`src/rtl/mac_ctrl_pkg.sv`:
```
// Shared types and default geometry for the MAC array controller.
package mac_ctrl_pkg;

    localparam int DEF_ARRAY_HEIGHT = 4;
    localparam int DEF_ARRAY_WIDTH  = 4;
    localparam int DEF_NUM_WIDTH    = 16;

    typedef enum logic [2:0] {
        ST_IDLE   = 3'd0,
        ST_LOAD_W = 3'd1,
        ST_STREAM = 3'd2,
        ST_DRAIN  = 3'd3,
        ST_DONE   = 3'd4
    } state_e;

endpackage

```
`src/rtl/mac_array_ctrl_if.sv`:
```
// Job handshake plus weight/ifmap/ofmap buffer controls of the MAC array controller.
interface mac_array_ctrl_if
    import mac_ctrl_pkg::*;
#(
    parameter int ARRAY_HEIGHT = DEF_ARRAY_HEIGHT,
    parameter int NUM_WIDTH    = DEF_NUM_WIDTH
) ();

    localparam int WADDR_W = (ARRAY_HEIGHT > 1) ? $clog2(ARRAY_HEIGHT) : 1;

    logic                    start;
    logic [NUM_WIDTH-1:0]    num_vectors;
    logic                    stall;
    logic [WADDR_W-1:0]      weight_rd_addr;
    logic [ARRAY_HEIGHT-1:0] weight_write_enable;
    logic                    enable;
    logic                    ifmap_rd_en;
    logic [NUM_WIDTH-1:0]    ifmap_rd_addr;
    logic                    ofmap_wr_en;
    logic [NUM_WIDTH-1:0]    ofmap_wr_addr;
    logic                    busy;
    logic                    done;

    modport master (
        input  start, num_vectors, stall,
        output weight_rd_addr, weight_write_enable, enable,
        output ifmap_rd_en, ifmap_rd_addr, ofmap_wr_en, ofmap_wr_addr,
        output busy, done
    );

    modport slave (
        output start, num_vectors, stall,
        input  weight_rd_addr, weight_write_enable, enable,
        input  ifmap_rd_en, ifmap_rd_addr, ofmap_wr_en, ofmap_wr_addr,
        input  busy, done
    );

endinterface

```
`src/rtl/mac_step_counter.sv`:
```
// Streaming step counter: cleared outside the streaming phases, advances only on
// unstalled steps so a stall holds every derived address.
module mac_step_counter #(
    parameter int WIDTH = 17
) (
    input  logic             clk,
    input  logic             rst,
    input  logic             clr,
    input  logic             inc,
    output logic [WIDTH-1:0] count
);

    logic [WIDTH-1:0] count_r;

    // count register with clear priority over increment
    always_ff @(posedge clk) begin
        if (rst) begin
            count_r <= WIDTH'(0);
        end else if (clr) begin
            count_r <= WIDTH'(0);
        end else if (inc) begin
            count_r <= count_r + WIDTH'(1);
        end else begin
            count_r <= count_r;
        end
    end

    assign count = count_r;

endmodule

```
`src/rtl/mac_array_ctrl.sv`:
```
// MAC array controller: loads one weight row per cycle, then streams N ifmap vectors
// through the array and collects N ofmap results once the pipeline depth has elapsed.
module mac_array_ctrl
    import mac_ctrl_pkg::*;
#(
    parameter int ARRAY_HEIGHT = DEF_ARRAY_HEIGHT,
    parameter int ARRAY_WIDTH  = DEF_ARRAY_WIDTH,
    parameter int NUM_WIDTH    = DEF_NUM_WIDTH
) (
    input  logic             clk,
    input  logic             rst,
    mac_array_ctrl_if.master bus
);

    localparam int WADDR_W = (ARRAY_HEIGHT > 1) ? $clog2(ARRAY_HEIGHT) : 1;
    localparam int S_W     = NUM_WIDTH + 1;
    // one extra bit so N + depth never overflows in comparisons
    localparam int C_W     = NUM_WIDTH + 2;
    localparam int DEPTH   = ARRAY_HEIGHT + ARRAY_WIDTH - 1;

    localparam logic [C_W-1:0]     DEPTH_C  = C_W'(DEPTH);
    localparam logic [WADDR_W-1:0] LAST_ROW = WADDR_W'(ARRAY_HEIGHT - 1);

    state_e               state_r;
    state_e               state_next_s;
    logic [NUM_WIDTH-1:0] n_r;
    logic [WADDR_W-1:0]   row_r;
    logic [S_W-1:0]       step_cnt_s;
    logic                 in_step_phase_s;
    logic                 step_s;
    logic                 wr_window_s;
    logic [C_W-1:0]       s_ext_s;
    logic [C_W-1:0]       n_ext_s;
    logic [C_W-1:0]       last_in_s;
    logic [C_W-1:0]       last_out_s;

    assign s_ext_s         = C_W'(step_cnt_s);
    assign n_ext_s         = C_W'(n_r);
    assign last_in_s       = n_ext_s - C_W'(1);
    assign last_out_s      = n_ext_s + DEPTH_C - C_W'(1);
    assign in_step_phase_s = (state_r == ST_STREAM) || (state_r == ST_DRAIN);
    assign step_s          = in_step_phase_s && !bus.stall;
    assign wr_window_s     = (s_ext_s >= DEPTH_C) && (s_ext_s < (n_ext_s + DEPTH_C));

    mac_step_counter #(
        .WIDTH (S_W)
    ) u_step_counter (
        .clk   (clk),
        .rst   (rst),
        .clr   (!in_step_phase_s),
        .inc   (step_s),
        .count (step_cnt_s)
    );

    // state register, job-size capture and weight-row counter
    always_ff @(posedge clk) begin
        if (rst) begin
            state_r <= ST_IDLE;
            n_r     <= NUM_WIDTH'(0);
            row_r   <= WADDR_W'(0);
        end else begin
            state_r <= state_next_s;
            if ((state_r == ST_IDLE) && bus.start) begin
                n_r <= bus.num_vectors;
            end else begin
                n_r <= n_r;
            end
            if ((state_r == ST_LOAD_W) && (row_r != LAST_ROW)) begin
                row_r <= row_r + WADDR_W'(1);
            end else begin
                row_r <= WADDR_W'(0);
            end
        end
    end

    // next-state decode
    always_comb begin
        state_next_s = state_r;
        case (state_r)
            ST_IDLE: begin
                if (bus.start) state_next_s = ST_LOAD_W;
                else           state_next_s = ST_IDLE;
            end
            ST_LOAD_W: begin
                if (row_r != LAST_ROW)            state_next_s = ST_LOAD_W;
                else if (n_r == NUM_WIDTH'(0))    state_next_s = ST_DONE;
                else                              state_next_s = ST_STREAM;
            end
            ST_STREAM: begin
                if (step_s && (s_ext_s == last_in_s)) state_next_s = ST_DRAIN;
                else                                  state_next_s = ST_STREAM;
            end
            ST_DRAIN: begin
                if (step_s && (s_ext_s == last_out_s)) state_next_s = ST_DONE;
                else                                   state_next_s = ST_DRAIN;
            end
            ST_DONE: state_next_s = ST_IDLE;
            default: state_next_s = ST_IDLE;
        endcase
    end

    // output decode from registered state/counters, gated by stall
    always_comb begin
        bus.busy                = (state_r != ST_IDLE);
        bus.done                = (state_r == ST_DONE);
        bus.enable              = step_s;
        bus.weight_rd_addr      = WADDR_W'(0);
        bus.weight_write_enable = ARRAY_HEIGHT'(0);
        bus.ifmap_rd_en         = 1'b0;
        bus.ifmap_rd_addr       = NUM_WIDTH'(0);
        bus.ofmap_wr_en         = step_s && wr_window_s;
        bus.ofmap_wr_addr       = NUM_WIDTH'(0);
        if (state_r == ST_LOAD_W) begin
            bus.weight_rd_addr      = row_r;
            bus.weight_write_enable = ARRAY_HEIGHT'(1) << row_r;
        end else begin
            bus.weight_rd_addr      = WADDR_W'(0);
            bus.weight_write_enable = ARRAY_HEIGHT'(0);
        end
        if (state_r == ST_STREAM) begin
            bus.ifmap_rd_en   = !bus.stall;
            bus.ifmap_rd_addr = NUM_WIDTH'(step_cnt_s);
        end else begin
            bus.ifmap_rd_en   = 1'b0;
            bus.ifmap_rd_addr = NUM_WIDTH'(0);
        end
        if (wr_window_s) begin
            bus.ofmap_wr_addr = NUM_WIDTH'(s_ext_s - DEPTH_C);
        end else begin
            bus.ofmap_wr_addr = NUM_WIDTH'(0);
        end
    end

endmodule
```
`src/flat_wrapper.sv`:
```
// flat-port wrapper written by rule: the top's interface ports become plain ports
module mac_array_ctrl_flat import mac_ctrl_pkg::*;
#(
    parameter int ARRAY_HEIGHT = DEF_ARRAY_HEIGHT,
    parameter int ARRAY_WIDTH  = DEF_ARRAY_WIDTH,
    parameter int NUM_WIDTH    = DEF_NUM_WIDTH
)
  (clk, rst, bus_start, bus_num_vectors, bus_stall, bus_weight_rd_addr, bus_weight_write_enable, bus_enable, bus_ifmap_rd_en, bus_ifmap_rd_addr, bus_ofmap_wr_en, bus_ofmap_wr_addr, bus_busy, bus_done);
  mac_array_ctrl_if #(.ARRAY_HEIGHT(ARRAY_HEIGHT), .NUM_WIDTH(NUM_WIDTH)) bus_i ();
  input  logic clk;
  input  logic rst;
  input wire logic [$bits(bus_i.start)-1:0] bus_start;
  input wire logic [$bits(bus_i.num_vectors)-1:0] bus_num_vectors;
  input wire logic [$bits(bus_i.stall)-1:0] bus_stall;
  output wire logic [$bits(bus_i.weight_rd_addr)-1:0] bus_weight_rd_addr;
  output wire logic [$bits(bus_i.weight_write_enable)-1:0] bus_weight_write_enable;
  output wire logic [$bits(bus_i.enable)-1:0] bus_enable;
  output wire logic [$bits(bus_i.ifmap_rd_en)-1:0] bus_ifmap_rd_en;
  output wire logic [$bits(bus_i.ifmap_rd_addr)-1:0] bus_ifmap_rd_addr;
  output wire logic [$bits(bus_i.ofmap_wr_en)-1:0] bus_ofmap_wr_en;
  output wire logic [$bits(bus_i.ofmap_wr_addr)-1:0] bus_ofmap_wr_addr;
  output wire logic [$bits(bus_i.busy)-1:0] bus_busy;
  output wire logic [$bits(bus_i.done)-1:0] bus_done;
  assign bus_i.start = bus_start;
  assign bus_i.num_vectors = bus_num_vectors;
  assign bus_i.stall = bus_stall;
  assign bus_weight_rd_addr = bus_i.weight_rd_addr;
  assign bus_weight_write_enable = bus_i.weight_write_enable;
  assign bus_enable = bus_i.enable;
  assign bus_ifmap_rd_en = bus_i.ifmap_rd_en;
  assign bus_ifmap_rd_addr = bus_i.ifmap_rd_addr;
  assign bus_ofmap_wr_en = bus_i.ofmap_wr_en;
  assign bus_ofmap_wr_addr = bus_i.ofmap_wr_addr;
  assign bus_busy = bus_i.busy;
  assign bus_done = bus_i.done;
  mac_array_ctrl #(.ARRAY_HEIGHT(ARRAY_HEIGHT), .ARRAY_WIDTH(ARRAY_WIDTH), .NUM_WIDTH(NUM_WIDTH)) u_core (.clk(clk), .rst(rst), .bus(bus_i));
endmodule
```
`config.mk`:
```
export PLATFORM = sky130hd
export DESIGN_NAME = mac_array_ctrl_flat
export DESIGN_NICKNAME = d
export VERILOG_FILES = /design/src/rtl/mac_ctrl_pkg.sv /design/src/rtl/mac_array_ctrl_if.sv /design/src/rtl/mac_step_counter.sv /design/src/rtl/mac_array_ctrl.sv /design/src/flat_wrapper.sv
export SDC_FILE = /design/constraint.sdc
export NUM_CORES = 1
export LEC_CHECK = 0
export CAP_MARGIN = 20
export CELL_PAD_IN_SITES_DETAIL_PLACEMENT = 0
export CELL_PAD_IN_SITES_GLOBAL_PLACEMENT = 1
export CORE_MARGIN = 2
export CORE_UTILIZATION = 36
export DETAILED_ROUTE_END_ITERATION = 16
export PLACE_DENSITY_LB_ADDON = 0.05
export SYNTH_ARGS = -nofsm -noshare
export SYNTH_HDL_FRONTEND = slang
export SYNTH_HIERARCHICAL = 1
export SYNTH_SLANG_ARGS = --single-unit
```
`constraint.sdc`:
```
create_clock -name clk -period 3.97 [get_ports clk]
set_input_delay 0.9925 -clock clk [delete_from_list [all_inputs] [get_ports clk]]
set_output_delay 0.9925 -clock clk [all_outputs]
set_load 0.005 [all_outputs]
```
==> CHANGELOG.md <==
### Metrics

* Clk slew on worst S/H paths at 60 ps
* Failing checks: negative setup slack
* Fin area at 5789 um^2
* Status: complete, but fails checks
* Critical path fanouts, max at 6
* Grt ovf at 0
* Fp util at between 30% and 40%
* Largest net degree at the start of global routing at 25
* Non-Clock Buffer Count at between 100 and 150
* Grt met3 use at under 10%
* Detailed Routing Iterations Pass 1 at 4
* Net Sw Frac at between 30% and 40%
* Power Internal at 845.8 uW
* Crit. End Element: primary output
* Worst reg-to-reg setup slack at about 300 ps
* GPL Wtd Cong at ~0.95
* Inst Count DP at 809
* Slew Viols, Final at 0
* Pwr/cell area at about 220 nW/um^2
* Power Clock at just over 400 uW
* Placed Instance Area at between 5000 and 6000 um^2
* Crit path time final at 4282 ps
* Yosys top cell by instances: nand2_1
* Peak VDD IR at 0.0001753 V
* Max FFs per register at 17
* Post-CTS sizing at 87
* Hold_sp: u_core/n_r[14]$_SDFFE_PP0P_
* Clock network area share at approximately 2.6%
* Setup WS post-layout at -312.1 ps
* Layout cell share with drive strength beyond 1 at 23.11%
* Pwr Total at 1272 uW
* Slowest stage delay, CP at about 470 ps
* Ports at approximately 63
* Sw power at 425.9 uW
* WL met3 at 429 um
* Initial antenna violation count at 0
* Sequential fraction of the synthesis area at 18.15%
* Hold Violations, Final at 0
* Global-route wire length before repair at between 20 and 25 mm
* Max_slew headroom at 46.75%
* Die H at ~110 um
* Comb area share at ~60%
* Largest cell class by area: multi-input combinational cells
* CTS tree: yes
* Logic area at between 3000 and 4000 um^2
* Syn avg cell area at about 7.3 um^2
* Reg2Reg Depth at 14
* Avg WL per Cell at 17.41 um
* H-Tree Level Count at 2
* Final Setup Violations at 17
* GRT busiest layer: met2
* Worst setup SP type: flop
* Post-CTS setup buffer count at 12
* Buffer and inverter count on the worst path at 4
* #MultiIn Comb at roughly 480
* Yosys aoi share at between 10% and 20%
* Area delta synth->final at 38.16%
* Crit-path cells: inv_4, ha_4, nor2b_4, or4_4, xnor2_4, ha_4, a21o_1, a21o_1, a21oi_2, o21ai_2, nor3b_2, a21oi_4, buf_16, buf_6, nor3_2, buf_2
* Final wirelength at approximately 14 mm
* Top-area cell share at 18.15%
* OpenROAD warning count at 33
* Commonest cells post-synth: 67 x nand2_1, 47 x xnor2_1, 46 x nor2_1
* EDFF count, synth at 0
* Worst-Margin Slew at 791.4 ps
* Rows at 39
* Die area at roughly 13000 um^2
* Sequential power share at ~32%
Fig. 1: close-up of the layout
Scale bar: 5 um. Window x 46 to 66, y 68 to 88 um. Cells in gray, sequential cells in the stronger gray; small squares are vias.
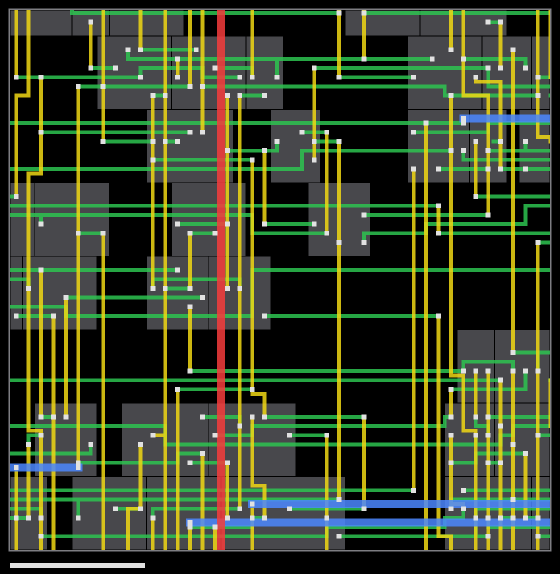
Key: yellow = met2; blue = met3; red = met4; green = met1
Sequential cells in the window: 0. 28 logic cells have their middle in the window. Most frequent: buf_4 (5), nand4_1 (3), nor2_1 (3).

Fig. 2: sequential cells grouped by signal name
Scale bar: 20 um.
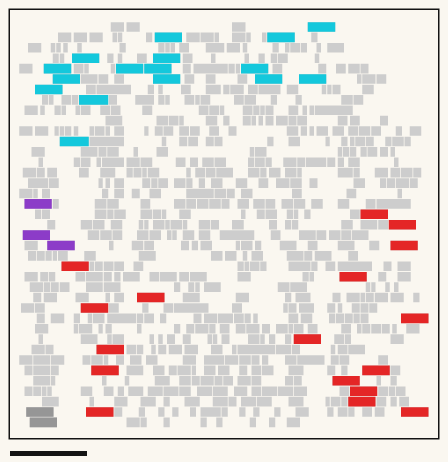
Key: purple = u_core/state_r [placed flops 3]; red = u_core/u_step_counter/count [placed flops 17]; cyan = u_core/n_r [placed flops 16]
Seq. pwr: 407 uW
post-layout util: 50.92%
flop share of the area: 13.18%
storage element area: 763.2 um^2

Fig. 3: routing congestion
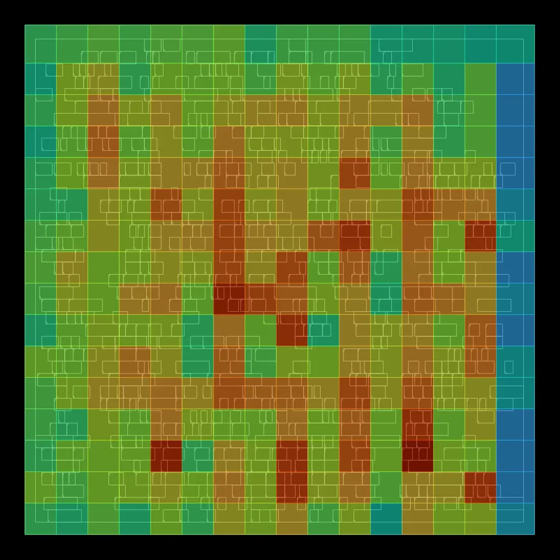
met2 usage: 37.94%
Total GRT Usage: 23.38%

Fig. 4: gate-type map
Scale bar: 20 um.
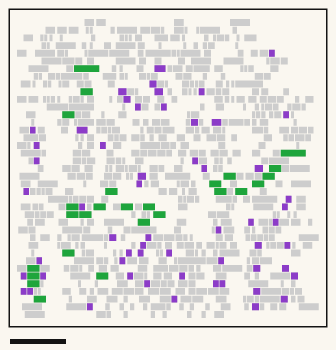
Key: purple = AND and OR gates [cells 57, most used and2_1, where widely spread]; green = adder and majority cells [cells 26, most used ha_1]

No activity file was given, so power comes from the tool's default toggle rates.
